[config.mk]
export PLATFORM = sky130hd
export DESIGN_NAME = input_conditioner
export DESIGN_NICKNAME = d
export VERILOG_FILES = /design/src/rtl/input_conditioner_pkg.sv /design/src/rtl/input_conditioner_debounce_ch.sv /design/src/rtl/input_conditioner.sv
export SDC_FILE = /design/constraint.sdc
export NUM_CORES = 1
export LEC_CHECK = 0
export ABC_AREA = 1
export CELL_PAD_IN_SITES_DETAIL_PLACEMENT = 1
export CELL_PAD_IN_SITES_GLOBAL_PLACEMENT = 1
export CORE_UTILIZATION = 42
export DETAILED_ROUTE_END_ITERATION = 10
export PLACE_DENSITY = 0.87
export SYNTH_ARGS = -nofsm -noshare
export SYNTH_HDL_FRONTEND = slang
export SYNTH_HIERARCHICAL = 1
export SYNTH_SLANG_ARGS = --single-unit
[constraint.sdc]
create_clock -name clk_in -period 1.55 [get_ports clk_in]
set_clock_uncertainty 0.2 [all_clocks]
set_input_delay 0.3875 -clock clk_in [delete_from_list [all_inputs] [get_ports clk_in]]
set_output_delay 0.3875 -clock clk_in [all_outputs]
set_load 0.03 [all_outputs]
[src/rtl/input_conditioner_pkg.sv]
// input_conditioner_pkg: shared constants for the button / reset conditioner.
// Holds the default timing constants, the reset sequencer state encoding and
// a small width helper used to size counters from their terminal values.
package input_conditioner_pkg;

    // 10 ms at 25 MHz: stable samples needed before a new level is accepted.
    localparam int DEB_CYCLES_DEFAULT  = 250000;
    // Minimum time sys_rst_out stays high once the reset button is released.
    localparam int RST_HOLD_DEFAULT    = 1024;
    // 1 s at 25 MHz: continuous press time that counts as a long press.
    localparam int LONG_CYCLES_DEFAULT = 25000000;
    // Debounce counter width; 2^18 comfortably exceeds DEB_CYCLES_DEFAULT.
    localparam int CNT_W_DEFAULT       = 18;

    // Reset sequencer state encoding.
    localparam logic [0:0] HOLD = 1'b0;
    localparam logic [0:0] RUN  = 1'b1;

    // Bits needed to represent max_val (never less than one bit).
    function automatic int width_for(input int max_val);
        if (max_val < 2) begin
            return 1;
        end
        return $clog2(max_val + 1);
    endfunction

endpackage

[src/rtl/input_conditioner_debounce_ch.sv]
// debounce_ch: one conditioned input channel.
// A raw active-low pin is brought into the clock domain with a two-flop
// synchroniser (preset to "released"), then debounced: the accepted level
// only changes after DEB_CYCLES consecutive samples disagree with it. Any
// agreeing sample restarts the count, so bounce shorter than that never
// reaches the output. Single-cycle press/release pulses are registered on
// the same edge the accepted level flips, so they line up with level_out.
//
// Handshake: none. level_out is a level; press_out / release_out are
// one-cycle strobes that are never high together.
module debounce_ch
    import input_conditioner_pkg::*;
#(
    parameter int DEB_CYCLES = DEB_CYCLES_DEFAULT,
    parameter int CNT_W      = CNT_W_DEFAULT
) (
    input  logic clk_in,
    input  logic nrst_in,
    input  logic raw_n_in,
    output logic level_out,
    output logic press_out,
    output logic release_out
);

    // Last count value before the accepted level flips.
    localparam logic [CNT_W-1:0] DEB_TERM = CNT_W'(DEB_CYCLES - 1);

    logic             sync_q1;
    logic             sync_q2;
    logic             sample_pressed;
    logic [CNT_W-1:0] deb_cnt;

    // Two-flop synchroniser; both stages reset to the released pin value.
    always_ff @(posedge clk_in or negedge nrst_in) begin
        if (!nrst_in) begin
            sync_q1 <= 1'b1;
            sync_q2 <= 1'b1;
        end else begin
            sync_q1 <= raw_n_in;
            sync_q2 <= sync_q1;
        end
    end

    // Work in the pressed-is-one domain from here on.
    assign sample_pressed = ~sync_q2;

    // Debounce counter, accepted level and the edge strobes.
    always_ff @(posedge clk_in or negedge nrst_in) begin
        if (!nrst_in) begin
            deb_cnt     <= '0;
            level_out   <= 1'b0;
            press_out   <= 1'b0;
            release_out <= 1'b0;
        end else begin
            press_out   <= 1'b0;
            release_out <= 1'b0;
            if (sample_pressed == level_out) begin
                // Agreement with the accepted level restarts the count.
                deb_cnt <= '0;
            end else if (deb_cnt == DEB_TERM) begin
                // Enough consecutive disagreeing samples: accept the new level.
                deb_cnt     <= '0;
                level_out   <= sample_pressed;
                press_out   <= sample_pressed;
                release_out <= ~sample_pressed;
            end else begin
                deb_cnt <= deb_cnt + CNT_W'(1);
            end
        end
    end

endmodule

[src/rtl/input_conditioner.sv]
// input_conditioner: conditions the general push-buttons and the reset
// push-button ahead of the NES core.
// Every input gets its own debounce_ch (synchroniser + debouncer + edge
// strobes). The debounced reset button drives a two-state sequencer that
// produces a stretched sys_rst_out for CPU, PPU and cart.
//
// Optional feature, enabled by defining INPUT_CONDITIONER_LONG_PRESS_EN:
// adds parameter LONG_CYCLES and output long_press_out, a one-cycle strobe
// per button after it has been held for LONG_CYCLES cycles, re-armed only
// by a release.
//
// Handshake: none. All outputs are levels or one-cycle strobes in the
// clk_in domain; no valid/ready flow control is involved.
module input_conditioner
    import input_conditioner_pkg::*;
#(
    parameter int N_BTN           = 4,
    parameter int DEB_CYCLES      = DEB_CYCLES_DEFAULT,
    parameter int RST_HOLD_CYCLES = RST_HOLD_DEFAULT,
    parameter int CNT_W           = CNT_W_DEFAULT
`ifdef INPUT_CONDITIONER_LONG_PRESS_EN
    ,
    parameter int LONG_CYCLES     = LONG_CYCLES_DEFAULT
`endif
) (
    input  logic             clk_in,
    input  logic             nrst_in,
    input  logic [N_BTN-1:0] btn_n_in,
    input  logic             rst_btn_n_in,
    output logic [N_BTN-1:0] btn_out,
    output logic [N_BTN-1:0] btn_press_out,
    output logic [N_BTN-1:0] btn_release_out,
    output logic             sys_rst_out,
    output logic             rst_done_out
`ifdef INPUT_CONDITIONER_LONG_PRESS_EN
    ,
    output logic [N_BTN-1:0] long_press_out
`endif
);

    // ------------------------------------------------------------------
    // General push-buttons
    // ------------------------------------------------------------------
    for (genvar i = 0; i < N_BTN; i++) begin : g_btn
        debounce_ch #(
            .DEB_CYCLES (DEB_CYCLES),
            .CNT_W      (CNT_W)
        ) u_btn_ch (
            .clk_in      (clk_in),
            .nrst_in     (nrst_in),
            .raw_n_in    (btn_n_in[i]),
            .level_out   (btn_out[i]),
            .press_out   (btn_press_out[i]),
            .release_out (btn_release_out[i])
        );
    end

    // ------------------------------------------------------------------
    // Reset push-button
    // ------------------------------------------------------------------
    logic rst_level;
    logic rst_press;
    logic rst_release;

    debounce_ch #(
        .DEB_CYCLES (DEB_CYCLES),
        .CNT_W      (CNT_W)
    ) u_rst_ch (
        .clk_in      (clk_in),
        .nrst_in     (nrst_in),
        .raw_n_in    (rst_btn_n_in),
        .level_out   (rst_level),
        .press_out   (rst_press),
        .release_out (rst_release)
    );

    // The sequencer only needs the level and the press strobe; the release
    // strobe is kept for symmetry with the button channels.
    logic unused_rst_release;
    assign unused_rst_release = rst_release;

    // ------------------------------------------------------------------
    // Reset sequencer
    // ------------------------------------------------------------------
    localparam int                HOLD_W    = width_for(RST_HOLD_CYCLES - 1);
    localparam logic [HOLD_W-1:0] HOLD_TERM = HOLD_W'(RST_HOLD_CYCLES - 1);

    logic [0:0]        seq_state;
    logic [HOLD_W-1:0] hold_cnt;

    // HOLD counts released cycles and leaves after RST_HOLD_CYCLES of them;
    // RUN falls back to HOLD on an accepted reset-button press.
    always_ff @(posedge clk_in or negedge nrst_in) begin
        if (!nrst_in) begin
            seq_state <= HOLD;
            hold_cnt  <= '0;
        end else if (seq_state == HOLD) begin
            if (rst_level) begin
                // Button still held: the hold time starts over.
                hold_cnt <= '0;
            end else if (hold_cnt == HOLD_TERM) begin
                seq_state <= RUN;
                hold_cnt  <= '0;
            end else begin
                hold_cnt <= hold_cnt + HOLD_W'(1);
            end
        end else begin
            if (rst_press) begin
                seq_state <= HOLD;
                hold_cnt  <= '0;
            end
        end
    end

    // The press strobe is ORed in so reset rises in the very cycle the press
    // is accepted, one cycle before the sequencer itself reaches HOLD. Both
    // terms are flop outputs, and the strobe only falls on the edge where
    // the state has already become HOLD.
    assign sys_rst_out  = (seq_state == HOLD) | rst_press;
    assign rst_done_out = ~sys_rst_out;

`ifdef INPUT_CONDITIONER_LONG_PRESS_EN
    // ------------------------------------------------------------------
    // Long-press detection
    // ------------------------------------------------------------------
    localparam int                LONG_W    = width_for(LONG_CYCLES);
    localparam logic [LONG_W-1:0] LONG_TERM = LONG_W'(LONG_CYCLES - 1);
    localparam logic [LONG_W-1:0] LONG_SAT  = LONG_W'(LONG_CYCLES);

    logic [LONG_W-1:0] long_cnt [N_BTN];

    // Per-button held-time counter: strobe once at LONG_CYCLES, then park at
    // the saturation value until the debounced level drops.
    always_ff @(posedge clk_in or negedge nrst_in) begin
        if (!nrst_in) begin
            for (int i = 0; i < N_BTN; i++) begin
                long_cnt[i] <= '0;
            end
            long_press_out <= '0;
        end else begin
            for (int i = 0; i < N_BTN; i++) begin
                long_press_out[i] <= 1'b0;
                if (!btn_out[i]) begin
                    long_cnt[i] <= '0;
                end else if (long_cnt[i] == LONG_TERM) begin
                    long_cnt[i]       <= LONG_SAT;
                    long_press_out[i] <= 1'b1;
                end else if (long_cnt[i] != LONG_SAT) begin
                    long_cnt[i] <= long_cnt[i] + LONG_W'(1);
                end
            end
        end
    end
`endif

endmodule
==> run_1/io_placement.png <==
Pins as bars across the die edge, other pins in gray.
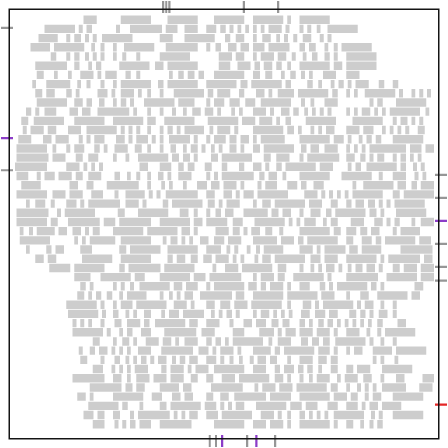
`nrst_in` -> red  # pins 1, direction input, edge right
`btn_out` -> purple  # pins 4, direction output, edge 2 bottom, 1 right, 1 left
all pins by edge = 7 right, 6 bottom, 5 top, 3 left

==> run_1/wires.png <==
Bar = 50 um.
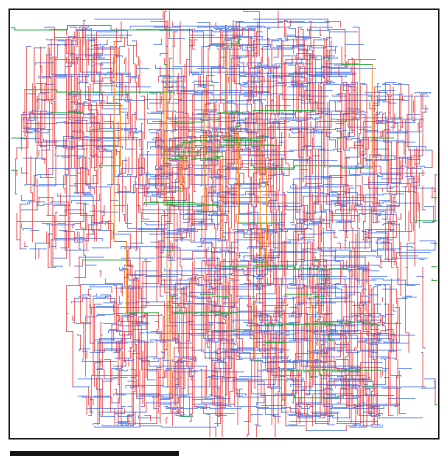
metal 2 -> red  # wire length 12600 um
metal 4 -> orange  # wire length 755 um
metal 1 -> blue  # wire length 8930 um
metal 3 -> green  # wire length 766 um

==> run_1/io_fan.png <==
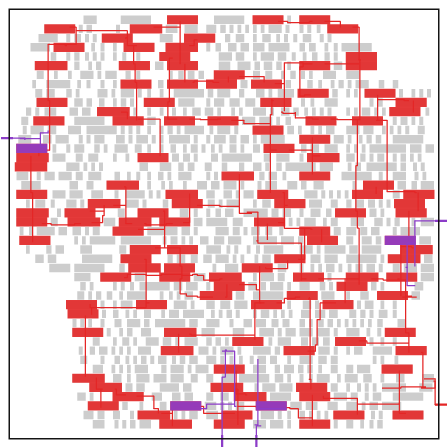
`btn_out` -> purple  # bits 4, direction output, end cells 4, buffers 4, wire 149 um
`nrst_in` -> red  # bits 1, direction input, end cells 125, buffers 7, wire 1250 um

==> notes.org, run 1 <==
#+TITLE: Flow metrics

** Final timing
- After layout, the worst path uses 119% of the clock period.
- Max Clk Rate :: 543 MHz
- At the pin with the least slew margin, the transition time is 0.363 ns.
- Per the slew report, the remaining headroom to the max-slew limit stands at 75.7%.
- Per the finish-stage timing summary, setup violations number 48.
- RSZ-0062 raised after global routing :: yes
- Counting pins that exceed their max-slew limit in the final report gives 0.
- Final worst hold slack :: 0.154 ns
- Endpoints failing hold in the final report were tallied at 0.
- Final WS setup :: -0.292 ns
- Adding up every negative setup slack in the final design gives -2.31 ns.

** Clock network
- Clock transition at the registers of the reported paths :: 0.06 ns
- Number of buffers on the longest clock path :: 2
- Number of buffers added by the clock tree synthesis step :: 17
- Clock tree from TritonCTS :: yes
- H-tree Lvls :: 4
- The tree is rooted in a sky130_fd_sc_hd__clkbuf_16.
- The skew report gives the latency at the later pin of the worst-skew pair as 0.44 ns.
- Total clock sinks :: 125

** Detailed routing
- Summing over every cut layer, the via total after detailed routing is 6128.
- Number of iterations in the first detailed-routing pass :: 5
- Via density per instance :: 5.41
- Remaining DRCs :: 0
- In this run, the number of DRC markers left after iteration 0 of detailed routing was 336.
- The routed design has 23.0 mm of wire.
- Detail-routed net length per standard cell :: 20.3 um
- Post-DRT Antenna Nets :: 0

** Placement
- During placement, the flow inserted port buffers numbering 20.
- Routability-driven placement finished with a final weighted congestion of 0.818.
- HPWL after detailed placement :: 12.2 mm

** Critical path
- The report shows a maximum critical-path fanout of 3.
- Series of cell instances along the critical path :: inv_2, nor2_4, buf_6, buf_6
- The OpenROAD report gives the critical path a data arrival time of 1.25 ns.
- The cell that appears most often on the critical path is sky130_fd_sc_hd__buf_6.
- The worst setup path is launched from a flip-flop.
- The script reports the combined buffer and inverter count of the critical path as 3.
- Worst endpoint required time :: 0.96 ns
- Slowest-stage cell, CP :: sky130_fd_sc_hd__dfrtp_1
- For this run, the slowest stage of the critical path takes 0.37 ns.

** Job
- Reported max-cap violation count :: 0
- The tool warning count for the run is 28.

** Global routing
- The first global-routing pass estimated 30.4 mm of wire.
- The via count of the first global-routing pass was 6250.
- Initial antenna violation count :: 0
- Entering global routing, the biggest net connects 32 pins.
- Per the GRT congestion report, total overflow comes to 0.
- Global-route usage over all layers :: 24.5%

** Synthesis
- Warning count from the yosys run :: 6
- The synthesized instance count is 788.
- Syn_nets :: 801

** Pwr
- Worst IR drop on VDD :: 841 uV
- The leakage component of the power was reported as 4.00 nW.
- Power comes to 7.54 mW.

** Floorplanning
- The die is 127 um wide.
- 21 I/O pins were placed.
- FP Util :: 42.9%
- Vertical die dimension :: 127 um
- Total die size :: 16000 um^2
- According to the floorplan report, the placeable core area is 15200 um^2.

** Final layout
- Fraction of final layout cells with drive strength greater than 1 :: 39.5%
- NumNets Final :: 945
- Number of inserted diodes :: 0
- The finished layout reports a core utilization of 59.6%.
- Growth of design area from synthesis to finish :: 38.9%

** Outcome
- The flow ran to the end, but the final reports show violations.
- The checks that failed: setup timing.
[run 1: sequential cells by signal, summed over array words and instances (netlist names)]
name and count:
seq_state 1, g_btn.u_btn_ch/press_out 4, g_btn.u_btn_ch/sync_q1 4, g_btn.u_btn_ch/level_out 4, u_rst_ch/press_out 1, g_btn.u_btn_ch/deb_cnt 72
u_rst_ch/sync_q1 1, hold_cnt 10, u_rst_ch/sync_q2 1, g_btn.u_btn_ch/release_out 4, u_rst_ch/level_out 1, g_btn.u_btn_ch/sync_q2 4
u_rst_ch/deb_cnt 18
[run 1: metrics by stage]
step / std cells / cell area, um^2 / setup slack, ns
final: 1132 / 9060 / -0.292
after global routing: 1132 / 9060 / -0.322
after CTS: 1104 / 8220 / -0.263
after detailed placement: 1062 / 7460 / -0.0472
after global placement: 1062 / 7460 / 0.0335
after floorplan: 788 / 6530 / 0.0446
[run 1: routing by layer]
metal | track usage (%) | up-vias | share of wire, % | routed length [um]
li1 | - | 2779 | - | -
met1 | 27.3 | 3124 | 39 | 8930
met2 | 44.8 | 159 | 55 | 12600
met3 | 6.07 | 66 | 3.3 | 765
met4 | 9.43 | 0 | 3.3 | 754
met5 | 0 | - | 0 | 0
[run 1: final timing paths]
kind | endpoint | cells after the start | start
worst max-delay path | rst_done_out | 4 | seq_state
worst min-delay path | g_btn[1].u_btn_ch/sync_q2 | 0 | g_btn[1].u_btn_ch/sync_q1
worst max register to register | g_btn[0].u_btn_ch/deb_cnt[14] | 8 | g_btn[0].u_btn_ch/deb_cnt[1]
worst min register to register | g_btn[1].u_btn_ch/sync_q2 | 0 | g_btn[1].u_btn_ch/sync_q1
max in group asynchronous | g_btn[2].u_btn_ch/sync_q1 | 3 | nrst_in
min in group asynchronous | g_btn[0].u_btn_ch/press_out | 2 | nrst_in
[run 1: layout make-up]
type / count / area (um^2) / share of cell area, %
multi-input cells: 569 / 3660 / 40.4
flip-flops and latches: 125 / 3160 / 34.9
repair buffers: 126 / 1110 / 12.2
clock buffers: 29 / 500 / 5.52
inverters: 93 / 359 / 3.96
well taps: 188 / 235 / 2.60
clock inverters: 2 / 35.0 / 0.387
[run 1: placed cells by master (no fill, tap or decap), types with 18 or more instances in the layout]
master / count
sky130_fd_sc_hd__buf_4: 90
sky130_fd_sc_hd__xor2_1: 20
sky130_fd_sc_hd__inv_1: 70
sky130_fd_sc_hd__dfrtp_1: 97
sky130_fd_sc_hd__nand2_2: 25
sky130_fd_sc_hd__nand2_1: 131
sky130_fd_sc_hd__nor2_4: 46
sky130_fd_sc_hd__nor2_2: 35
sky130_fd_sc_hd__nand3_1: 40
sky130_fd_sc_hd__a21oi_1: 22
sky130_fd_sc_hd__dfrtp_2: 18
sky130_fd_sc_hd__nor2_1: 116
sky130_fd_sc_hd__buf_6: 26
sky130_fd_sc_hd__inv_2: 19
[run 1: timing repair]
action,CTS,global route
pin swaps,3,48
buffers inserted,10,30
hold endpoints to repair,115,0
endpoints found under the setup margin,66,96
hold buffers,1,0
resized,39,166
[run 1: power breakdown]
| part | switching (mW) | total (mW) | internal, mW |
|---|---|---|---|
| Clock | 1.47 | 3.79 | 2.32 |
| Combinational | 0.221 | 0.373 | 0.152 |
| Sequential | 0.0535 | 3.37 | 3.32 |
## Run 2: what changed since run 1
--- a/config.mk
+++ b/config.mk
@@ -6,6 +6,7 @@
 export NUM_CORES = 1
 export LEC_CHECK = 0
 export ABC_AREA = 1
+export CAP_MARGIN = 20
 export CELL_PAD_IN_SITES_DETAIL_PLACEMENT = 1
 export CELL_PAD_IN_SITES_GLOBAL_PLACEMENT = 1
 export CORE_UTILIZATION = 42
==> run_2/io_fan.png <==
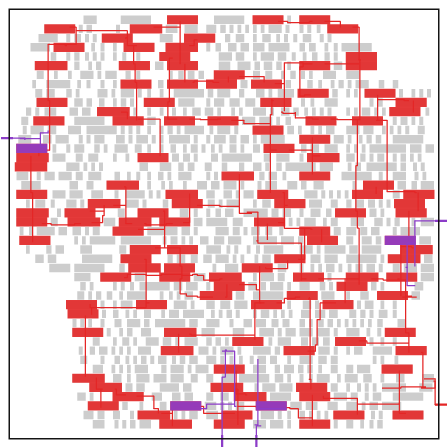
`btn_out` -> purple  # bits 4, direction output, end cells 4, buffers 4, wire 149 um
`nrst_in` -> red  # bits 1, direction input, end cells 125, buffers 7, wire 1250 um

==> run_2/clk_routes.png <==
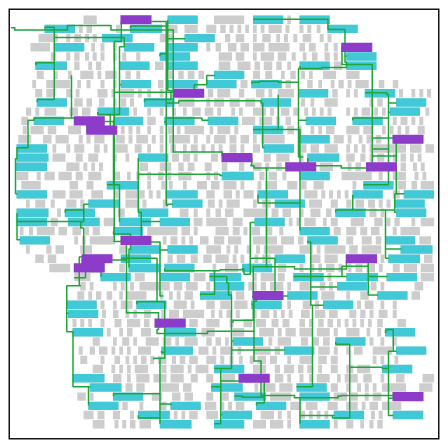
clock wires -> green  # length 1970 um
clock drivers -> purple  # count 17
flip-flops -> cyan  # count 125
flops lie = all over the die
routed clock nets = 18

==> run_2/wires.png <==
Bar = 50 um.
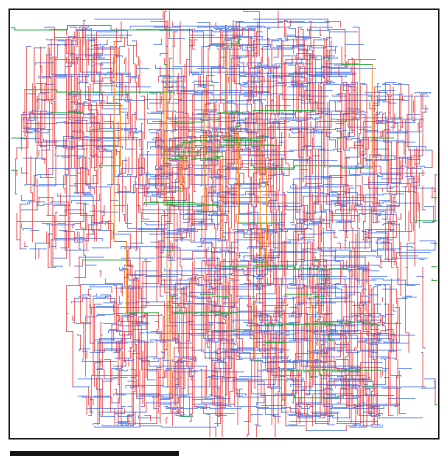
metal 1 -> blue  # wire length 8930 um
metal 2 -> red  # wire length 12600 um
metal 4 -> orange  # wire length 755 um
metal 3 -> green  # wire length 766 um

==> notes.org, run 2 <==
#+TITLE: Flow metrics

** Outcome
- Run status :: finished with violations
- Violations in the final reports :: setup timing

** Final layout
- Leaving out filler cells and counting taps, the final layout contains 1132.
- Ranking logic cells in the layout by count gives the top entries sky130_fd_sc_hd__nand2_1 (131), sky130_fd_sc_hd__nor2_1 (116), sky130_fd_sc_hd__dfrtp_1 (97), sky130_fd_sc_hd__buf_4 (90), sky130_fd_sc_hd__inv_1 (70).
- Summing all flip-flop and latch instances after layout gives 3160 um^2.
- MI comb area :: 3660 um^2
- Highest-count logic cell in the final layout :: sky130_fd_sc_hd__nand2_1
- Flip-flop count of the largest register after layout :: 72
- Fraction of final layout cells with drive strength greater than 1 :: 39.5%
- Summing all non-filler instances in the final layout gives an area of 9060 um^2.
- The final layout contains 945 nets.

** Pwr
- Cell leakage power :: 4.00 nW
- Power share of the combinational group :: 5.0%
- Total power for the finished layout comes to 7.54 mW.
- Cell internal power was estimated by the tool at 5.80 mW.

** Final timing
- Max Clk Rate :: 543 MHz
- Period utilization :: 119%
- The pin closest to its max-slew limit shows a slew of 0.363 ns.
- Aggregate negative setup slack :: -2.31 ns
- Per the finish-stage timing summary, setup violations number 48.
- Counting pins that exceed their max-slew limit in the final report gives 0.
- Once routing completed, OpenROAD measured the worst setup slack at -0.292 ns.
- Setup repair after global routing could not meet its margin everywhere.

** Detailed routing
- In this run, the number of DRC markers left after iteration 0 of detailed routing was 336.
- The routed layout has 6128 vias.
- For this block, the routed nets add up to 23.0 mm of wire.
- Remaining DRCs :: 0
- The first detailed-routing pass took 5 iterations.

** Placement
- Placement-stage cell area :: 7460 um^2
- RePlAce ended its routability-driven mode at a weighted congestion of 0.818.
- Note, the detailed placer reported a final HPWL of 12.2 mm.

** Critical path
- Slowest-stage cell, CP :: sky130_fd_sc_hd__dfrtp_1
- Critical R2R Launch :: g_btn[0].u_btn_ch/deb_cnt[1]
- Slowest cell delay on critical path :: 0.37 ns
- Reg2reg end :: g_btn[0].u_btn_ch/deb_cnt[14]
- Walking the worst path, the cells encountered are inv_2, nor2_4, buf_6, buf_6.
- Signal arrival time at the worst endpoint :: 1.25 ns

** Clock network
- H-tree Lvls :: 4
- Number of buffers on the longest clock path :: 2
- Total clock sinks :: 125

** Global routing
- Entering global routing, the biggest net connects 32 pins.
- Vias in the first global route :: 6250
- Global-route usage over all layers :: 24.5%

** Floorplanning
- Total die size :: 16000 um^2
- According to the I/O placement log, the pin count is 21.
- Horizontal die dimension :: 127 um
- Before placement the cells fill 42.9% of the core.

** Job
- The logs give a warning total of 28.
- The report counts max-capacitance violations totalling 0.

** Synthesis
- Warning count from the yosys run :: 6
- Synthesis handed over a netlist of 788 instances.

** Min path
- Cells on Worst Hold Path :: 0
- Hold_sp :: g_btn[1].u_btn_ch/sync_q1
## run 2: how the worst max path moves through the flow
stage	from	end	slack [ns]	cells past startpoint
after floorplan	u_rst_ch/press_out	sys_rst_out	0.04	2
after global placement	u_rst_ch/press_out	sys_rst_out	0.03	3
after detailed placement	g_btn[1].u_btn_ch/deb_cnt[0]	g_btn[1].u_btn_ch/deb_cnt[17]	-0.05	7
after CTS	seq_state	rst_done_out	-0.26	4
after global routing	seq_state	rst_done_out	-0.32	4
final	seq_state	rst_done_out	-0.29	4
## run 2: per-layer routing
metal / routed length [um] / up-vias / global-route usage (%) / share of wire, %
li1: - / 2779 / - / -
met1: 8930 / 3124 / 27.3 / 39
met2: 12600 / 159 / 44.8 / 55
met3: 765 / 66 / 6.07 / 3.3
met4: 754 / 0 / 9.43 / 3.3
met5: 0 / - / 0 / 0
## run 2: worst register-to-register path, stage by stage (launching register included)
cell and delay (ns):
sky130_fd_sc_hd__dfrtp_1 0.37, sky130_fd_sc_hd__ha_2 0.21, sky130_fd_sc_hd__nand2_2 0.09, sky130_fd_sc_hd__nor2_4 0.19
sky130_fd_sc_hd__nand2_4 0.10, sky130_fd_sc_hd__nor2_4 0.15, sky130_fd_sc_hd__nand2_1 0.09, sky130_fd_sc_hd__nor2_1 0.17
sky130_fd_sc_hd__nor2_1 0.07
## run 2: through the flow
| step | setup slack [ns] | util, % | hold slack (ns) |
|---|---|---|---|
| after floorplan | 0.0446 | - | -0.108 |
| after global placement | 0.0335 | 49.1 | 0.0636 |
| after detailed placement | -0.0472 | 49.1 | 0.0591 |
| after CTS | -0.263 | 54.1 | 0.152 |
| after global routing | -0.322 | 59.6 | 0.144 |
| final | -0.292 | 59.6 | 0.154 |
## run 2: layout make-up
class / count / area share, %
well taps: 188 / 2.60
repair buffers: 126 / 12.2
multi-input cells: 569 / 40.4
flip-flops and latches: 125 / 34.9
inverters: 93 / 3.96
clock inverters: 2 / 0.387
clock buffers: 29 / 5.52
## run 2: power by group through the flow
stage	Combinational (mW)	Sequential [mW]	Clock, mW
2_1_floorplan	0.0972	3.40	0
3_3_place_gp	0.274	3.40	0
3_5_place_dp	0.281	3.41	0
4_1_cts	0.295	3.36	3.78
5_1_grt	0.404	3.38	3.96
6_report	0.373	3.37	3.79
## run 2: timing repair
item,in CTS,in global routing
cloned,0,0
buffers inserted,10,30
resized,39,166
pin swaps,3,48
endpoints found under the hold margin,115,0
hold buffers,1,0
setup endpoints to repair,66,96
Power is estimated from default activity; no workload was simulated.
